===== config.mk =====
export PLATFORM = sky130hd
export DESIGN_NAME = frame_swap_arbiter
export DESIGN_NICKNAME = d
export VERILOG_FILES = /design/src/rtl/gfx_fb_pkg.sv /design/src/rtl/fb_port_mux.sv /design/src/rtl/frame_swap_arbiter.sv
export SDC_FILE = /design/constraint.sdc
export NUM_CORES = 1
export LEC_CHECK = 0
export CAP_MARGIN = 25
export CORE_ASPECT_RATIO = 1.75
export CORE_UTILIZATION = 26
export CTS_CLUSTER_SIZE = 20
export DETAILED_ROUTE_END_ITERATION = 16
export PLACE_DENSITY = 0.85
export SLEW_MARGIN = 25
export SYNTH_ARGS = -nofsm -noshare
export SYNTH_HDL_FRONTEND = slang
export SYNTH_SLANG_ARGS = --single-unit

===== constraint.sdc =====
create_clock -name clock -period 1.7 [get_ports clock]
set_clock_uncertainty 0.05 [all_clocks]
set_input_delay 0.255 -clock clock [delete_from_list [all_inputs] [get_ports clock]]
set_output_delay 0.255 -clock clock [all_outputs]
set_load 0.02 [all_outputs]

===== src/rtl/gfx_fb_pkg.sv =====
// Shared definitions for the double-buffered frame store: the swap FSM
// state encoding and the default number of visible pixels per frame.
package gfx_fb_pkg;

  // Default visible pixel count for a 240x160 frame.
  localparam int PIX_COUNT_DEFAULT = 240 * 160;

  typedef enum logic [1:0] {
    FILL = 2'd0,
    HOLD = 2'd1,
    SWAP = 2'd2
  } fb_state_e;

endpackage


===== src/rtl/fb_port_mux.sv =====
// Steers the graphics-side write request to the back buffer (~front_sel)
// and the VGA-side read request to the front buffer (front_sel). A buffer
// is never driven by both sides at once. Fields not in use drive zero.
module fb_port_mux #(
  parameter int ADDR_W = 17,
  parameter int DATA_W = 15
) (
  input  logic              front_sel,
  input  logic              wr_req,
  input  logic [ADDR_W-1:0] wr_addr,
  input  logic [DATA_W-1:0] wr_color,
  input  logic              rd_req,
  input  logic [ADDR_W-1:0] rd_addr,
  output logic [ADDR_W-1:0] buf0_address,
  output logic [DATA_W-1:0] buf0_din,
  output logic              buf0_we,
  output logic              buf0_ce,
  output logic [ADDR_W-1:0] buf1_address,
  output logic [DATA_W-1:0] buf1_din,
  output logic              buf1_we,
  output logic              buf1_ce
);

  // Route the writer to the back buffer and the reader to the front buffer.
  always_comb begin
    buf0_address = '0;
    buf0_din     = '0;
    buf0_we      = 1'b0;
    buf0_ce      = 1'b0;
    buf1_address = '0;
    buf1_din     = '0;
    buf1_we      = 1'b0;
    buf1_ce      = 1'b0;
    if (front_sel) begin
      // buf1 displayed, buf0 being drawn
      if (wr_req) begin
        buf0_address = wr_addr;
        buf0_din     = wr_color;
        buf0_we      = 1'b1;
        buf0_ce      = 1'b1;
      end
      if (rd_req) begin
        buf1_address = rd_addr;
        buf1_ce      = 1'b1;
      end
    end else begin
      // buf0 displayed, buf1 being drawn
      if (wr_req) begin
        buf1_address = wr_addr;
        buf1_din     = wr_color;
        buf1_we      = 1'b1;
        buf1_ce      = 1'b1;
      end
      if (rd_req) begin
        buf0_address = rd_addr;
        buf0_ce      = 1'b1;
      end
    end
  end

endmodule


===== src/rtl/frame_swap_arbiter.sv =====
// Double-buffer frame arbiter: the graphics side draws into the back
// buffer while the VGA side scans the front buffer; buffers swap only at
// a VGA frame boundary after the graphics side has finished a frame.
// Optional build macro FRAME_STATS_EN compiles in the repeat_count
// counter (frames re-shown because no new frame was ready); without it
// repeat_count is tied to zero.
module frame_swap_arbiter
  import gfx_fb_pkg::*;
#(
  parameter int ADDR_W    = 17,
  parameter int DATA_W    = 15,
  parameter int PIX_COUNT = PIX_COUNT_DEFAULT
) (
  input  logic              clock,
  input  logic              reset,
  input  logic              wr_en,
  input  logic [ADDR_W-1:0] wr_addr,
  input  logic [DATA_W-1:0] wr_color,
  output logic              wr_ready,
  input  logic              wr_frame_done,
  input  logic              rd_en,
  input  logic [ADDR_W-1:0] rd_addr,
  output logic [DATA_W-1:0] rd_color,
  output logic              rd_valid,
  input  logic              rd_frame_done,
  output logic              toggle,
  output logic              front_sel,
  output logic [ADDR_W-1:0] buf0_address,
  output logic [DATA_W-1:0] buf0_din,
  output logic              buf0_we,
  output logic              buf0_ce,
  input  logic [DATA_W-1:0] buf0_dout,
  output logic [ADDR_W-1:0] buf1_address,
  output logic [DATA_W-1:0] buf1_din,
  output logic              buf1_we,
  output logic              buf1_ce,
  input  logic [DATA_W-1:0] buf1_dout,
  output logic [15:0]       repeat_count
);

  fb_state_e state_q, state_d;
  logic      front_sel_q, front_sel_d;
  logic      rd_valid_q, rd_valid_d;
  logic      rd_sel_q, rd_sel_d;
  logic      rd_oob_q, rd_oob_d;
  logic      wr_in_range, rd_in_range;
  logic      wr_req, rd_req;

  assign wr_in_range = (32'(wr_addr) < PIX_COUNT);
  assign rd_in_range = (32'(rd_addr) < PIX_COUNT);

  // Writes are only accepted while filling; reset blocks any write in its
  // own cycle even if the FSM register still shows FILL.
  assign wr_ready  = (state_q == FILL) && !reset;
  assign wr_req    = wr_en && wr_ready && wr_in_range;
  // Out-of-range reads never touch the RAM; they return zero instead.
  assign rd_req    = rd_en && rd_in_range;
  assign toggle    = (state_q == SWAP);
  assign front_sel = front_sel_q;

  // Next-state logic for the fill / hold / swap sequence.
  always_comb begin
    state_d     = state_q;
    front_sel_d = front_sel_q;
    case (state_q)
      FILL: begin
        if (wr_frame_done && rd_frame_done) begin
          state_d = SWAP;
        end else if (wr_frame_done) begin
          state_d = HOLD;
        end
      end
      HOLD: begin
        if (rd_frame_done) begin
          state_d = SWAP;
        end
      end
      SWAP: begin
        state_d     = FILL;
        front_sel_d = ~front_sel_q;
      end
      default: state_d = FILL;
    endcase
  end

  // FSM and front-buffer index registers.
  always_ff @(posedge clock) begin
    if (reset) begin
      state_q     <= FILL;
      front_sel_q <= 1'b0;
    end else begin
      state_q     <= state_d;
      front_sel_q <= front_sel_d;
    end
  end

  // Read qualifier plus the buffer index and range flag that go with the
  // RAM's one-cycle read latency. The select is captured from the front
  // index at request time, so a read issued during SWAP uses the old front.
  always_comb begin
    rd_valid_d = rd_en;
    rd_sel_d   = front_sel_q;
    rd_oob_d   = !rd_in_range;
  end

  // Read pipeline registers; only the valid bit needs a reset value.
  always_ff @(posedge clock) begin
    if (reset) begin
      rd_valid_q <= 1'b0;
    end else begin
      rd_valid_q <= rd_valid_d;
    end
    rd_sel_q <= rd_sel_d;
    rd_oob_q <= rd_oob_d;
  end

  // Return data: zero when not valid or when the address was out of range.
  always_comb begin
    rd_color = '0;
    if (rd_valid_q && !rd_oob_q) begin
      rd_color = rd_sel_q ? buf1_dout : buf0_dout;
    end
  end

  assign rd_valid = rd_valid_q;

`ifdef FRAME_STATS_EN
  logic [15:0] repeat_count_q, repeat_count_d;

  // Count VGA frame ends that found no finished back frame; saturating.
  always_comb begin
    repeat_count_d = repeat_count_q;
    if ((state_q == FILL) && rd_frame_done && !wr_frame_done &&
        (repeat_count_q != 16'hFFFF)) begin
      repeat_count_d = repeat_count_q + 16'd1;
    end
  end

  // Repeat counter register.
  always_ff @(posedge clock) begin
    if (reset) begin
      repeat_count_q <= 16'd0;
    end else begin
      repeat_count_q <= repeat_count_d;
    end
  end

  assign repeat_count = repeat_count_q;
`else
  assign repeat_count = 16'd0;
`endif

  fb_port_mux #(
    .ADDR_W (ADDR_W),
    .DATA_W (DATA_W)
  ) u_port_mux (
    .front_sel    (front_sel_q),
    .wr_req       (wr_req),
    .wr_addr      (wr_addr),
    .wr_color     (wr_color),
    .rd_req       (rd_req),
    .rd_addr      (rd_addr),
    .buf0_address (buf0_address),
    .buf0_din     (buf0_din),
    .buf0_we      (buf0_we),
    .buf0_ce      (buf0_ce),
    .buf1_address (buf1_address),
    .buf1_din     (buf1_din),
    .buf1_we      (buf1_we),
    .buf1_ce      (buf1_ce)
  );

endmodule


Fig. 1: placement view
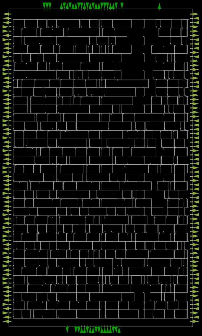
Final Util: 82.30%
Seq area share: 2.874%

Fig. 2: gate-type map
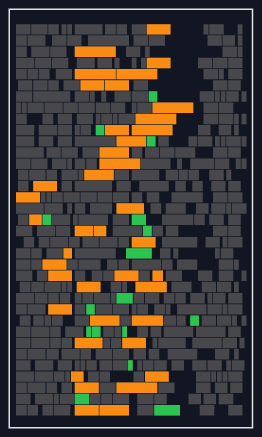
- nand cells: green (cells 16)
- aoi and oai cells: orange (cells 40)

Fig. 3: clock distribution
The bar under the picture is 20 µm long.
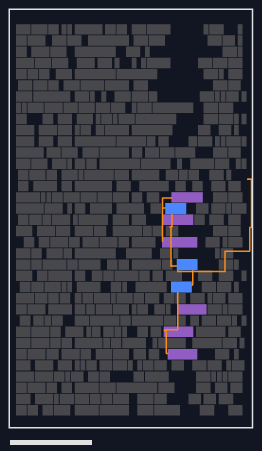
- flip-flops: purple (count 6)
- clock wires: orange (length 114 µm)
- clock drivers: blue (count 3)
- routed clock nets: 4

Fig. 4: M2 wires
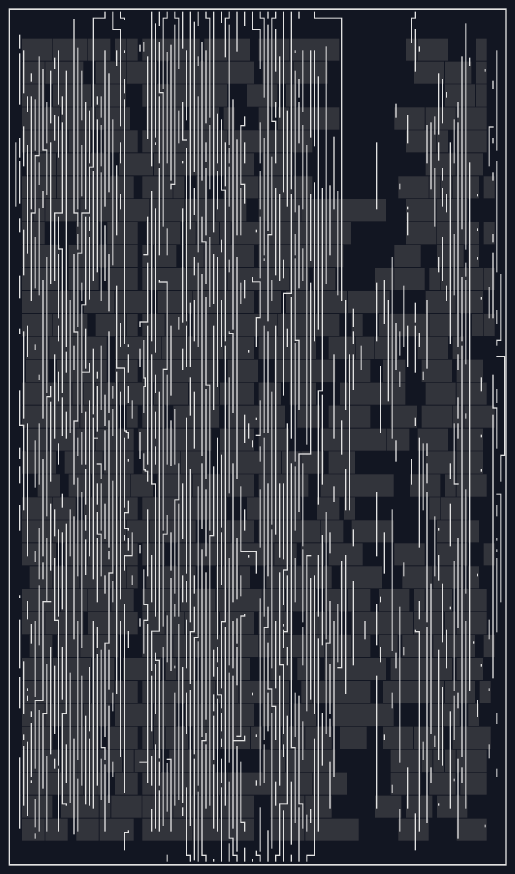
- wire length on this layer: 5,690 µm
- longest straight run: 62.6 µm
- main direction: vertical
- share of all routed wire: 55%
- nets with wire on the layer: 490

==> results.json <==
{
  "p_seq_share_pct": 11.9,
  "ctsHoldBuffers": 0,
  "critPathRequiredTime_ns": 1.39,
  "warning_count": 29,
  "flops": 6,
  "powerComb_mw": 0.954,
  "critPathLaunch": "state_q[1]",
  "ff_latch_area_um2": 126.4,
  "row_count": 35,
  "mux_share_pct": 10.26,
  "dp_hpwl_um": 5928,
  "route.met2.wl_um": 5694,
  "setup_viol": 66,
  "grt_util_all_layers_pct": 27.67,
  "crit_fanout": 7,
  "r2r-start": "state_q[1]",
  "syn_inst": 207,
  "crit_path_end": "buf0_address[4]",
  "timing.fmax_ghz": 0.5095,
  "gr-usage-met1_pct": 24.00,
  "largest_reg_flops": 2,
  "max_cap_viol_count": 0,
  "crit_path_max_incr_delay_ns": 0.33,
  "total_power_mw": 1.319,
  "comb_share_pct": 38.30,
  "ys_cells": 207,
  "post_cts_resize_count": 502,
  "setup_ws_ns": -0.2628,
  "io_pins": 188,
  "fin_cells": 505,
  "met2_usage_pct": 56.12,
  "pg_seq_mw": 0.157,
  "fp.coreArea_mm2": 0.005343,
  "worstHoldEndpoint": "rd_oob_q",
  "synthDistinctLibCells": 34,
  "multiInputGateArea_mm2": 0.001684,
  "common_cells": "inv_1 (31), nor3b_1 (31), o32ai_1 (23)",
  "syn_area_mm2": 0.001464,
  "fp_util_pct": 27.40,
  "synthFlopType": "dfxtp_1",
  "crit_chain": "nor3_4 -> buf_6 -> nand3_4 -> buf_8 -> o32ai_2 -> buf_4",
  "ys_sh_aoi_pct": 24.70,
  "drt_iter0_markers": 59,
  "critical_path_class": "reg -> out",
  "firstDrtPassIters": 4,
  "dpl.cell_count": 479,
  "top_register": "state_q",
  "buffers": 239,
  "wl_um": 10420,
  "comb_cells": 151,
  "diodes": 1,
  "root_buffer": "clkbuf_8",
  "clkbuf_count": 3,
  "chipHeight_um": 101.3,
  "htree_num_levels": 1,
  "gp_congestion": 0.8322,
  "cts.sinks": 6,
  "inverters": 31,
  "async_flop_share_pct": 0,
  "violations": "negative setup slack",
  "status": "finished, violations left",
  "rsz0062_at_grt": "yes",
  "yosysChipArea_mm2": 0.001464,
  "lay_top_count": "buf_4",
  "routed.top_layer": "met4",
  "mostFrequentLayoutCells": "buf_4 (86), clkdlybuf4s50_1 (66), buf_6 (37), inv_1 (31), dlygate4sd2_1 (27)",
  "grt-ovfl-total": 0,
  "ant_nets": 0,
  "grt.busiest_layer": "met2",
  "drive_gt1_share_pct": 52.79,
  "edf_count": 0,
  "ys_sh_xor_pct": 0.5983,
  "cp-start-kind": "register",
  "p_int_mw": 0.7921,
  "endpoint_kind": "primary output",
  "p_clk_mw": 0.208
}
